`src/rtl/param_memory.sv`:
```
// param_memory: parametrised single-port synchronous RAM with a registered
// read port, a hardware clear sweep (after reset and on request), a busy flag
// and out-of-range address detection.
//
// Output strobes: data_valid is a one-cycle pulse meaning data_bus_out was
// loaded by a read on the previous rising edge; it carries no backpressure
// (there is no ready), so a consumer must capture data_bus_out in that cycle.
// addr_err is a one-cycle pulse for an accepted access with address_bus >= DEPTH.
// busy is high while the clear sweep owns the array; accesses are ignored then.
module param_memory #(
    parameter int DATA_WIDTH = 8,
    parameter int ADDR_WIDTH = 4,
    parameter int DEPTH      = 16,
    parameter int INIT_CLEAR = 1
) (
    input  logic                  clk,
    input  logic                  rst_n,
    input  logic                  mem_enable,
    input  logic                  read_write,
    input  logic [ADDR_WIDTH-1:0] address_bus,
    input  logic [DATA_WIDTH-1:0] data_bus_in,
    input  logic                  clear,
    output logic [DATA_WIDTH-1:0] data_bus_out,
    output logic                  data_valid,
    output logic                  busy,
    output logic                  addr_err
);

    typedef enum logic {
        IDLE  = 1'b0,
        CLEAR = 1'b1
    } state_t;

    // State entered on reset: sweep first, or straight to normal operation.
    localparam state_t RESET_STATE = (INIT_CLEAR != 0) ? CLEAR : IDLE;
    // Last word written by the sweep.
    localparam logic [ADDR_WIDTH-1:0] LAST_ADDR = ADDR_WIDTH'(DEPTH - 1);
    // Depth widened by one bit so DEPTH == 2**ADDR_WIDTH still compares correctly.
    localparam logic [ADDR_WIDTH:0] DEPTH_W = (ADDR_WIDTH + 1)'(DEPTH);

    state_t                state;
    state_t                state_next;
    logic [ADDR_WIDTH-1:0] cnt;
    logic [ADDR_WIDTH-1:0] cnt_next;

    logic [DATA_WIDTH-1:0] mem [DEPTH];

    logic                  in_range;
    logic                  mem_we;
    logic [ADDR_WIDTH-1:0] mem_waddr;
    logic [DATA_WIDTH-1:0] mem_wdata;
    logic                  rd_en;
    logic                  err_next;

    // Unsigned compare over the full address width.
    assign in_range = ({1'b0, address_bus} < DEPTH_W);

    // busy is the registered state itself, so it has no input-to-output path.
    assign busy = (state == CLEAR);

    // Next-state, sweep counter and array-port decode for the current cycle.
    always_comb begin
        state_next = state;
        cnt_next   = cnt;
        mem_we     = 1'b0;
        mem_waddr  = address_bus;
        mem_wdata  = data_bus_in;
        rd_en      = 1'b0;
        err_next   = 1'b0;
        case (state)
            CLEAR: begin
                // Sweep owns the array; mem_enable and clear are ignored.
                mem_we    = 1'b1;
                mem_waddr = cnt;
                mem_wdata = '0;
                if (cnt == LAST_ADDR) begin
                    state_next = IDLE;
                    cnt_next   = '0;
                end else begin
                    cnt_next = cnt + 1'b1;
                end
            end
            default: begin
                if (clear) begin
                    // A clear request wins and drops any simultaneous access.
                    state_next = CLEAR;
                end else if (mem_enable) begin
                    if (!in_range) begin
                        err_next = 1'b1;
                    end else if (read_write) begin
                        rd_en = 1'b1;
                    end else begin
                        mem_we = 1'b1;
                    end
                end
            end
        endcase
    end

    // Control state, sweep counter and registered read port.
    always_ff @(posedge clk or negedge rst_n) begin
        if (!rst_n) begin
            state        <= RESET_STATE;
            cnt          <= '0;
            data_bus_out <= '0;
            data_valid   <= 1'b0;
            addr_err     <= 1'b0;
        end else begin
            state      <= state_next;
            cnt        <= cnt_next;
            data_valid <= rd_en;
            addr_err   <= err_next;
            if (rd_en) begin
                data_bus_out <= mem[address_bus];
            end
        end
    end

    // Array write port; contents survive reset, so writes are only blocked while in reset.
    always_ff @(posedge clk) begin
        if (mem_we && rst_n) begin
            mem[mem_waddr] <= mem_wdata;
        end
    end

endmodule

```
`config.mk`:
```
export PLATFORM = sky130hd
export DESIGN_NAME = param_memory
export DESIGN_NICKNAME = d
export VERILOG_FILES = /design/src/rtl/param_memory.sv
export SDC_FILE = /design/constraint.sdc
export NUM_CORES = 1
export LEC_CHECK = 0
export CORE_MARGIN = 1
export CORE_UTILIZATION = 25
export DETAILED_ROUTE_END_ITERATION = 8
export GPL_TIMING_DRIVEN = 0
export PLACE_DENSITY_LB_ADDON = 0.3
export SLEW_MARGIN = 20
export SYNTH_ARGS = -nofsm -noshare
export SYNTH_HDL_FRONTEND = slang
export SYNTH_SLANG_ARGS = --single-unit
```
`constraint.sdc`:
```
create_clock -name clk -period 3.1 [get_ports clk]
set_input_delay 0.465 -clock clk [delete_from_list [all_inputs] [get_ports clk]]
set_output_delay 0.465 -clock clk [all_outputs]
set_load 0.005 [all_outputs]
```
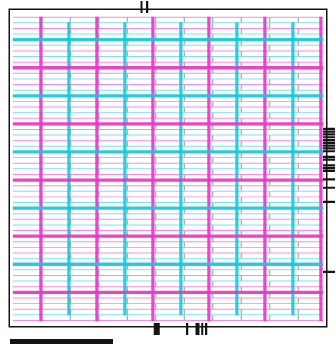
Figure 1: run 1, PDN straps and rails.
Bar = 50 um. Pins as bars on the die edge. Tap cells in gray.
VSS -> magenta
VDD -> cyan
signal pins = 28
met4 straps = 11
met5 straps = 10
met1 rails = 55
rows = 54

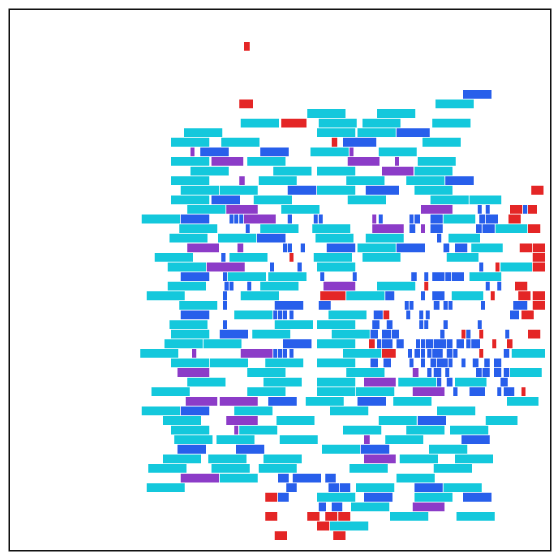
Figure 2: run 1, cells colored by class.
combinational and other logic -> blue  # cells 164, share of their area 22%
clock drivers and dummy loads -> purple  # cells 31, share of their area 8.6%
sequential cells -> cyan  # cells 142, share of their area 64%
remaining buffers and delay cells -> red  # cells 41, share of their area 5.4%

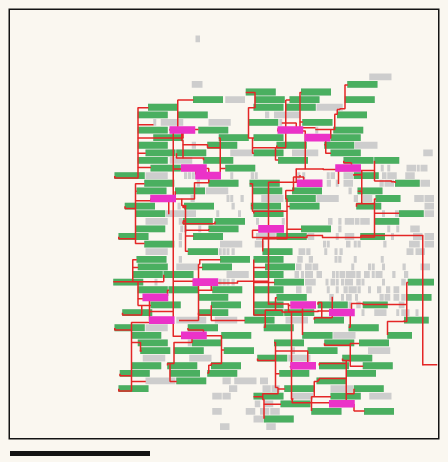
Figure 3: run 1, clock network drawn from the DEF.
Bar = 50 um.
clock drivers -> magenta  # count 17
clock wires -> red  # length 1610 um
flip-flops -> green  # count 142
routed clock nets = 18

==> flow_summary.yaml, run 1 <==
# generated from flow reports
cts:
  cts_tree: "built"
  postCtsSetupBuffers: 0
  clock_sinks: 142
floorplanning:
  io_pins: 28
  core-area_mm2: 0.0221
  die_w_um: 153
detailed_routing:
  drc: 0
  drt_pass1_iterations: 4
  vias: 2963
  antenna_left: 0
setup_path:
  r2r_cells: 4
  cp-endpoint: "mem[13][3]"
  worstPathArrival_ns: 2.59
  cp.required_ns: 3.13
logic_synthesis:
  synth_warnings: 0
  yosys.area.top_type_share_pct: 67.3
  top_cells_by_area: "edfxtp_1 67%, mux4_2 11%, dfrtp_1 5.7%"
  ys_types: 37
  synth_flops: 142
  yosysCellCount: 325
power_and_ir_drop:
  cellLeakagePower_nw: 2.29
  finalPower_w: 0.00531
placed_design:
  finalWeightedCongestion: 0.791
  hpwl_mm: 8.24
  portBuffers: 22
sta:
  tns_ns: 0
  period_used_pct: 82.6
  fin_ws_ns: 0.538
  fmaxAchievable_mhz: 390
  relSlewSlack_pct: 34.3
  finalMaxSlewViolations: 0
  rsz0062_at_grt: "no"
  finalCriticalPeriod_ns: 2.56
  clock-skew-final_ns: 0.00592
global_route:
  grt_pass1_wl_mm: 19.0
  top_usage_layer: "met2"
  grtUsageMet3_pct: 3.15
  use_met2_pct: 18.7
outcome:
  outcome: "complete, no violations"
hold_path:
  hp-class: "primary input to asynchronous set/reset pin"
final_layout:
  layout_top_cell: "edfxtp_1"
[run 1: routing by layer]
metal  routed length [um]  share of wire [%]
met1                 5460                 44
met2                 6140                 50
met3                  535                4.3
met4                  240                1.9
met5                    0                  0
[run 1: report_power, final]
part	internal, W	total, W	switching [W]
logic	0.000326	0.000842	0.000516
clock network	0.00124	0.00195	0.000708
registers	0.00242	0.00252	0.0000974
[run 1: kinds of logic (layout without fill, tap and decap cells)]
family	count (synthesis)	count (layout)	synth area share [%]
flops	142	142	73.5
simple gates	99	99	7.74
mux	31	31	12.2
compound gates	27	27	3.59
buf+inv	23	76	2.52
fa+ha+maj	1	1	0.219
other cells	1	1	0.0657
xor+xnor	1	1	0.153
[run 1: cells in the mapped netlist (all sizes together)]
library cell  count
o32a              1
and3              1
nand4bb           1
clkbuf            9
a2111oi           1
nand4             1
o32ai             1
nor2             36
nor3             10
clkinv            1
nand3             1
nand2            32
xnor2             1
o21ai             5
nor3b             1
a221o             8
conb              1
dfstp             1
buf              10
edfxtp          128
o21a              1
mux2i             1
nand2b            4
a21oi             3
ha                1
a211oi            3
mux4             30
o22ai             2
a32oi             1
a31oi             1
inv               3
nor2b            12
dfrtp            13
[run 1: metrics by stage]
stage / hold WS, ns / util, % / instances / area [um^2]
2_1_floorplan: 0.169 / - / 325 / 5710
3_3_place_gp: 0.501 / 28.4 / 627 / 6280
3_5_place_dp: 0.512 / 28.5 / 627 / 6290
4_1_cts: 0.491 / 31.0 / 658 / 6850
5_1_grt: 0.508 / 31.0 / 658 / 6860
6_report: 0.470 / 31.0 / 658 / 6860
[run 1: how the worst min path moves through the flow]
stage                 endpoint  slack [ns]  cells past startpoint
3_3_place_gp   data_bus_out[3]        0.50                      1
6_report                cnt[0]        0.47                      1
2_1_floorplan           cnt[0]        0.17                      0
5_1_grt        data_bus_out[0]        0.51                      1
4_1_cts             data_valid        0.49                      1
3_5_place_dp   data_bus_out[2]        0.51                      1
[run 1: state kept, by name, summed over array words and instances (netlist names)]
register      flops
mem             128
data_valid        1
cnt               4
busy              1
data_bus_out      8
[run 1: worst max-delay path, cell delays in order]
cell and delay, ns:
clkdlybuf4s50_1 0.91, o21a_1 0.29, nand2_1 0.18, nor2_1 0.74
[run 1: final cells by class]
type,instances,area [um^2]
flip-flops and latches,142,4200
inverters,4,15.0
fillers,2160,15200
well taps,280,350
repair buffers,22,220
clock buffers,21,440
clock inverters,10,121
plain buffers,19,129
multi-input cells,160,1390
--- run 2 (diff from run 1) ---
==> constraint.sdc (replaced) <==
create_clock -name clk -period 2.18 [get_ports clk]
set_input_delay 0.327 -clock clk [delete_from_list [all_inputs] [get_ports clk]]
set_output_delay 0.327 -clock clk [all_outputs]
set_load 0.005 [all_outputs]
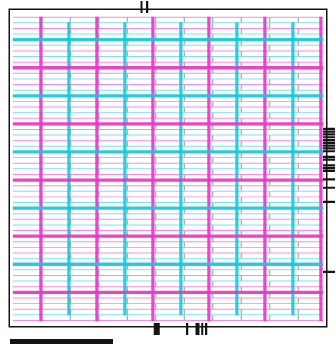
Figure 4: run 2, PDN straps and rails.
Bar = 50 um. Pins as bars on the die edge. Tap cells in gray.
VDD -> cyan
VSS -> magenta
tap cells = 280
signal pins = 28
met5 straps = 10
met1 rails = 55

==> run 2 against run 1 <==
Against the previous run:
- clock skew hardly changed
- wire length is 2.0% higher
- critical path type is now flop to flop
- register-to-register slack worse by 0.50 ns
- count of clock-buffer cells in the layout stayed put
- critical endpoint is now mem[5][5]
- largest power group unchanged
==> flow_summary.yaml, run 2 <==
# generated from flow reports
outcome:
  outcome: "complete, no violations"
logic_synthesis:
  most_common_cell: "edfxtp_1"
  flop_cell: "edfxtp_1"
  syn_nets: 343
  yosys.area.top_type_share_pct: 67.3
  top_cells_by_count: "128 x edfxtp_1, 36 x nor2_1, 32 x nand2_1"
  yosysCellCount: 325
  synth_warnings: 0
  synth.avg_cell_area_um2: 17.6
  top_cells_by_area: "edfxtp_1 67%, mux4_2 11%, dfrtp_1 5.7%"
  async_flop_share_pct: 9.86
  ys_types: 37
  netlist_area_mm2: 0.00571
  synth_flops: 142
  edf_count: 128
  synth_seq_share_pct: 73.5
placed_design:
  place_ws_ns: -0.779
  hpwl_mm: 8.24
  finalWeightedCongestion: 0.791
  portBuffers: 22
floorplanning:
  initial_core_util_pct: 25.8
  rows: 54
  dieArea_mm2: 0.0234
  core-area_mm2: 0.0221
  io_pins: 28
  die_w_um: 153
detailed_routing:
  vias: 3009
  antenna_left: 0
  vias_per_cell: 4.55
  drt_pass1_iterations: 4
  drc: 0
  drt_wl_total_mm: 12.6
  drt-initial-drc-count: 267
power_and_ir_drop:
  clkPwrFrac_pct: 35.6
  power_frac_seq_pct: 45.9
  p_comb_share_pct: 18.5
  cellLeakagePower_nw: 2.33
  switching_share_pct: 26.3
  irDropWorstVdd_uv: 542
  cell_internal_pwr_w: 0.00574
  switchingPower_w: 0.00205
setup_path:
  worst_setup_path_end_kind: "flop"
  crit_chain: "clkbuf_2 > o21a_1 > nand2_1 > nor2_4"
  cp.required_ns: 2.26
  path_max_fanout: 10
  cpPeakStageDelay_ns: 0.57
  worstPathArrival_ns: 2.14
  critPathSlowestCell: "dfstp_2"
  crit_type: "flop to flop"
cts:
  clock_sinks: 142
  cts_tree: "built"
  clk_pin_slew_ns: 0.05
  cts_max_path_buffers: 2
  clock_latency_ns: 0.41
  cts_max_level: 4
sta:
  rsz0062_at_grt: "no"
  fin_ws_ns: 0.124
  finalMaxSlewViolations: 0
  period_used_pct: 94.3
  relSlewSlack_pct: 34.0
  finalCriticalPeriod_ns: 2.06
  worst_slew_pin_slew_ns: 0.988
  clock-skew-final_ns: 0.00551
  hold_ws_ns: 0.0581
  hold_viol_final: 0
  fmaxAchievable_mhz: 486
final_layout:
  layout_top_cell: "edfxtp_1"
  nets: 387
  post-route-util_pct: 31.9
  n_fill_cell: 2134
  largest_register_ffs: 128
  n_antenna_cell: 0
  biggestRegsByFlops: "mem: 128 flops, data_bus_out: 8 flops, cnt: 4 flops"
  top_register: "mem"
  lay_top_cells: "128 x edfxtp_1, 32 x nand2_1, 27 x mux4_2, 21 x clkdlybuf4s50_1, 20 x nor2_1"
  drive_above_1_share_pct: 24.4
flow_run:
  max_cap_viol_count: 0
  warnings: 27
global_route:
  grt_usage_pct: 11.4
  grt_pass1_vias: 3062
  grt_max_degree: 17
  grt_overflow_total: 0
  grt_pass1_wl_mm: 19.1
  antenna_found_initial: 0
hold_path:
  hp-class: "primary input to asynchronous set/reset pin"
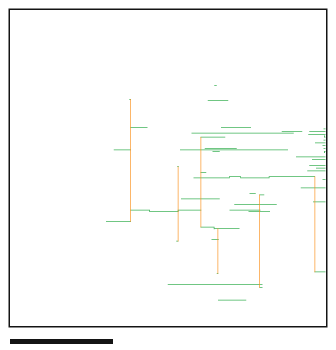
Figure 5: run 2, metal layers overlaid.
Bar = 50 um. Two of the layers only.
metal 4 -> orange  # wire length 252 um
metal 3 -> green  # wire length 535 um

run 2: cell types whose count changed in the layout (fill, tap and decap cells not counted), sizes merged:
cell / delta
clkdlybuf4s50: -1
buf: +3
dlygate4sd2: +1
run 2: cells by family (layout without fill, tap and decap cells):
kind of cell,Yosys count,after routing,share of synthesized area [%]
adders and majority gates,1,1,0.219
xor gates and xnor gates,1,1,0.153
other,1,1,0.0657
AOI/OAI and AO/OA,27,27,3.59
buffers and inverters,23,79,2.52
and+or+nand+nor,99,99,7.74
muxes,31,31,12.2
DFF,142,142,73.5
run 2: path summary, 6_finish.rpt:
kind                       cells after the start       startpoint  slack (ns)         endpoint
max                                            4             busy        0.12        mem[5][5]
min                                            1            rst_n        0.06           cnt[0]
max reg2reg                                    4             busy        0.12        mem[5][5]
min reg2reg                                    1  data_bus_out[3]        0.52  data_bus_out[3]
max in group asynchronous                      1            rst_n        1.69  data_bus_out[3]
min in group clk                               3   address_bus[3]        0.49  data_bus_out[0]
run 2: layer usage:
| layer | GRT usage, % | vias up | part of all wire (%) |
|---|---|---|---|
| met4 | 4.52 | 0 | 2.0 |
| met5 | 0 | - | 0 |
| li1 | - | 1362 | - |
| met3 | 3.15 | 17 | 4.2 |
| met2 | 18.6 | 68 | 50 |
| met1 | 14.4 | 1562 | 44 |
run 2: per-stage QoR:
step,TNS [ns],total power (W),cells,instance area (um^2)
floorplan,0,0.00432,325,5710
global placement,-82.14,0.00481,627,6280
detailed placement,-87.92,0.00485,627,6290
CTS,-7.07,0.00769,658,6900
global route,0,0.00812,661,7060
finish,0,0.00780,661,7060
run 2: worst max-delay path: cells and delay by family (launching register included):
| family | cells | cell delay, ns |
|---|---|---|
| AOI/OAI and AO/OA | 1 | 0.23 |
| buffers and inverters | 1 | 0.22 |
| DFF | 1 | 0.57 |
| and+or+nand+nor | 2 | 0.69 |
run 2: cell type report:
| class | instances | area, um^2 | area share (%) |
|---|---|---|---|
| sequential | 142 | 4200 | 59.5 |
| multi-input combinational | 160 | 1520 | 21.6 |
| clock buffer | 21 | 440 | 6.24 |
| tap | 280 | 350 | 4.96 |
| timing repair buffer | 25 | 279 | 3.95 |
| buffer | 19 | 131 | 1.86 |
| clock inverter | 10 | 121 | 1.72 |
| inverter | 4 | 15.0 | 0.213 |
run 2: power by group through the flow:
stage,logic [W],clock network [W],registers (W)
after floorplan,0.000729,0,0.00359
after CTS,0.00128,0.00282,0.00359
after global placement,0.00119,0,0.00362
final,0.00144,0.00277,0.00358
after global routing,0.00156,0.00294,0.00362
after detailed placement,0.00121,0,0.00364
run 2: timing repair:
item,CTS,global route
pin swaps,0,3
setup endpoints to repair,128,120
buffers inserted,0,3
resized,19,21
Power is estimated from default activity; no workload was simulated.
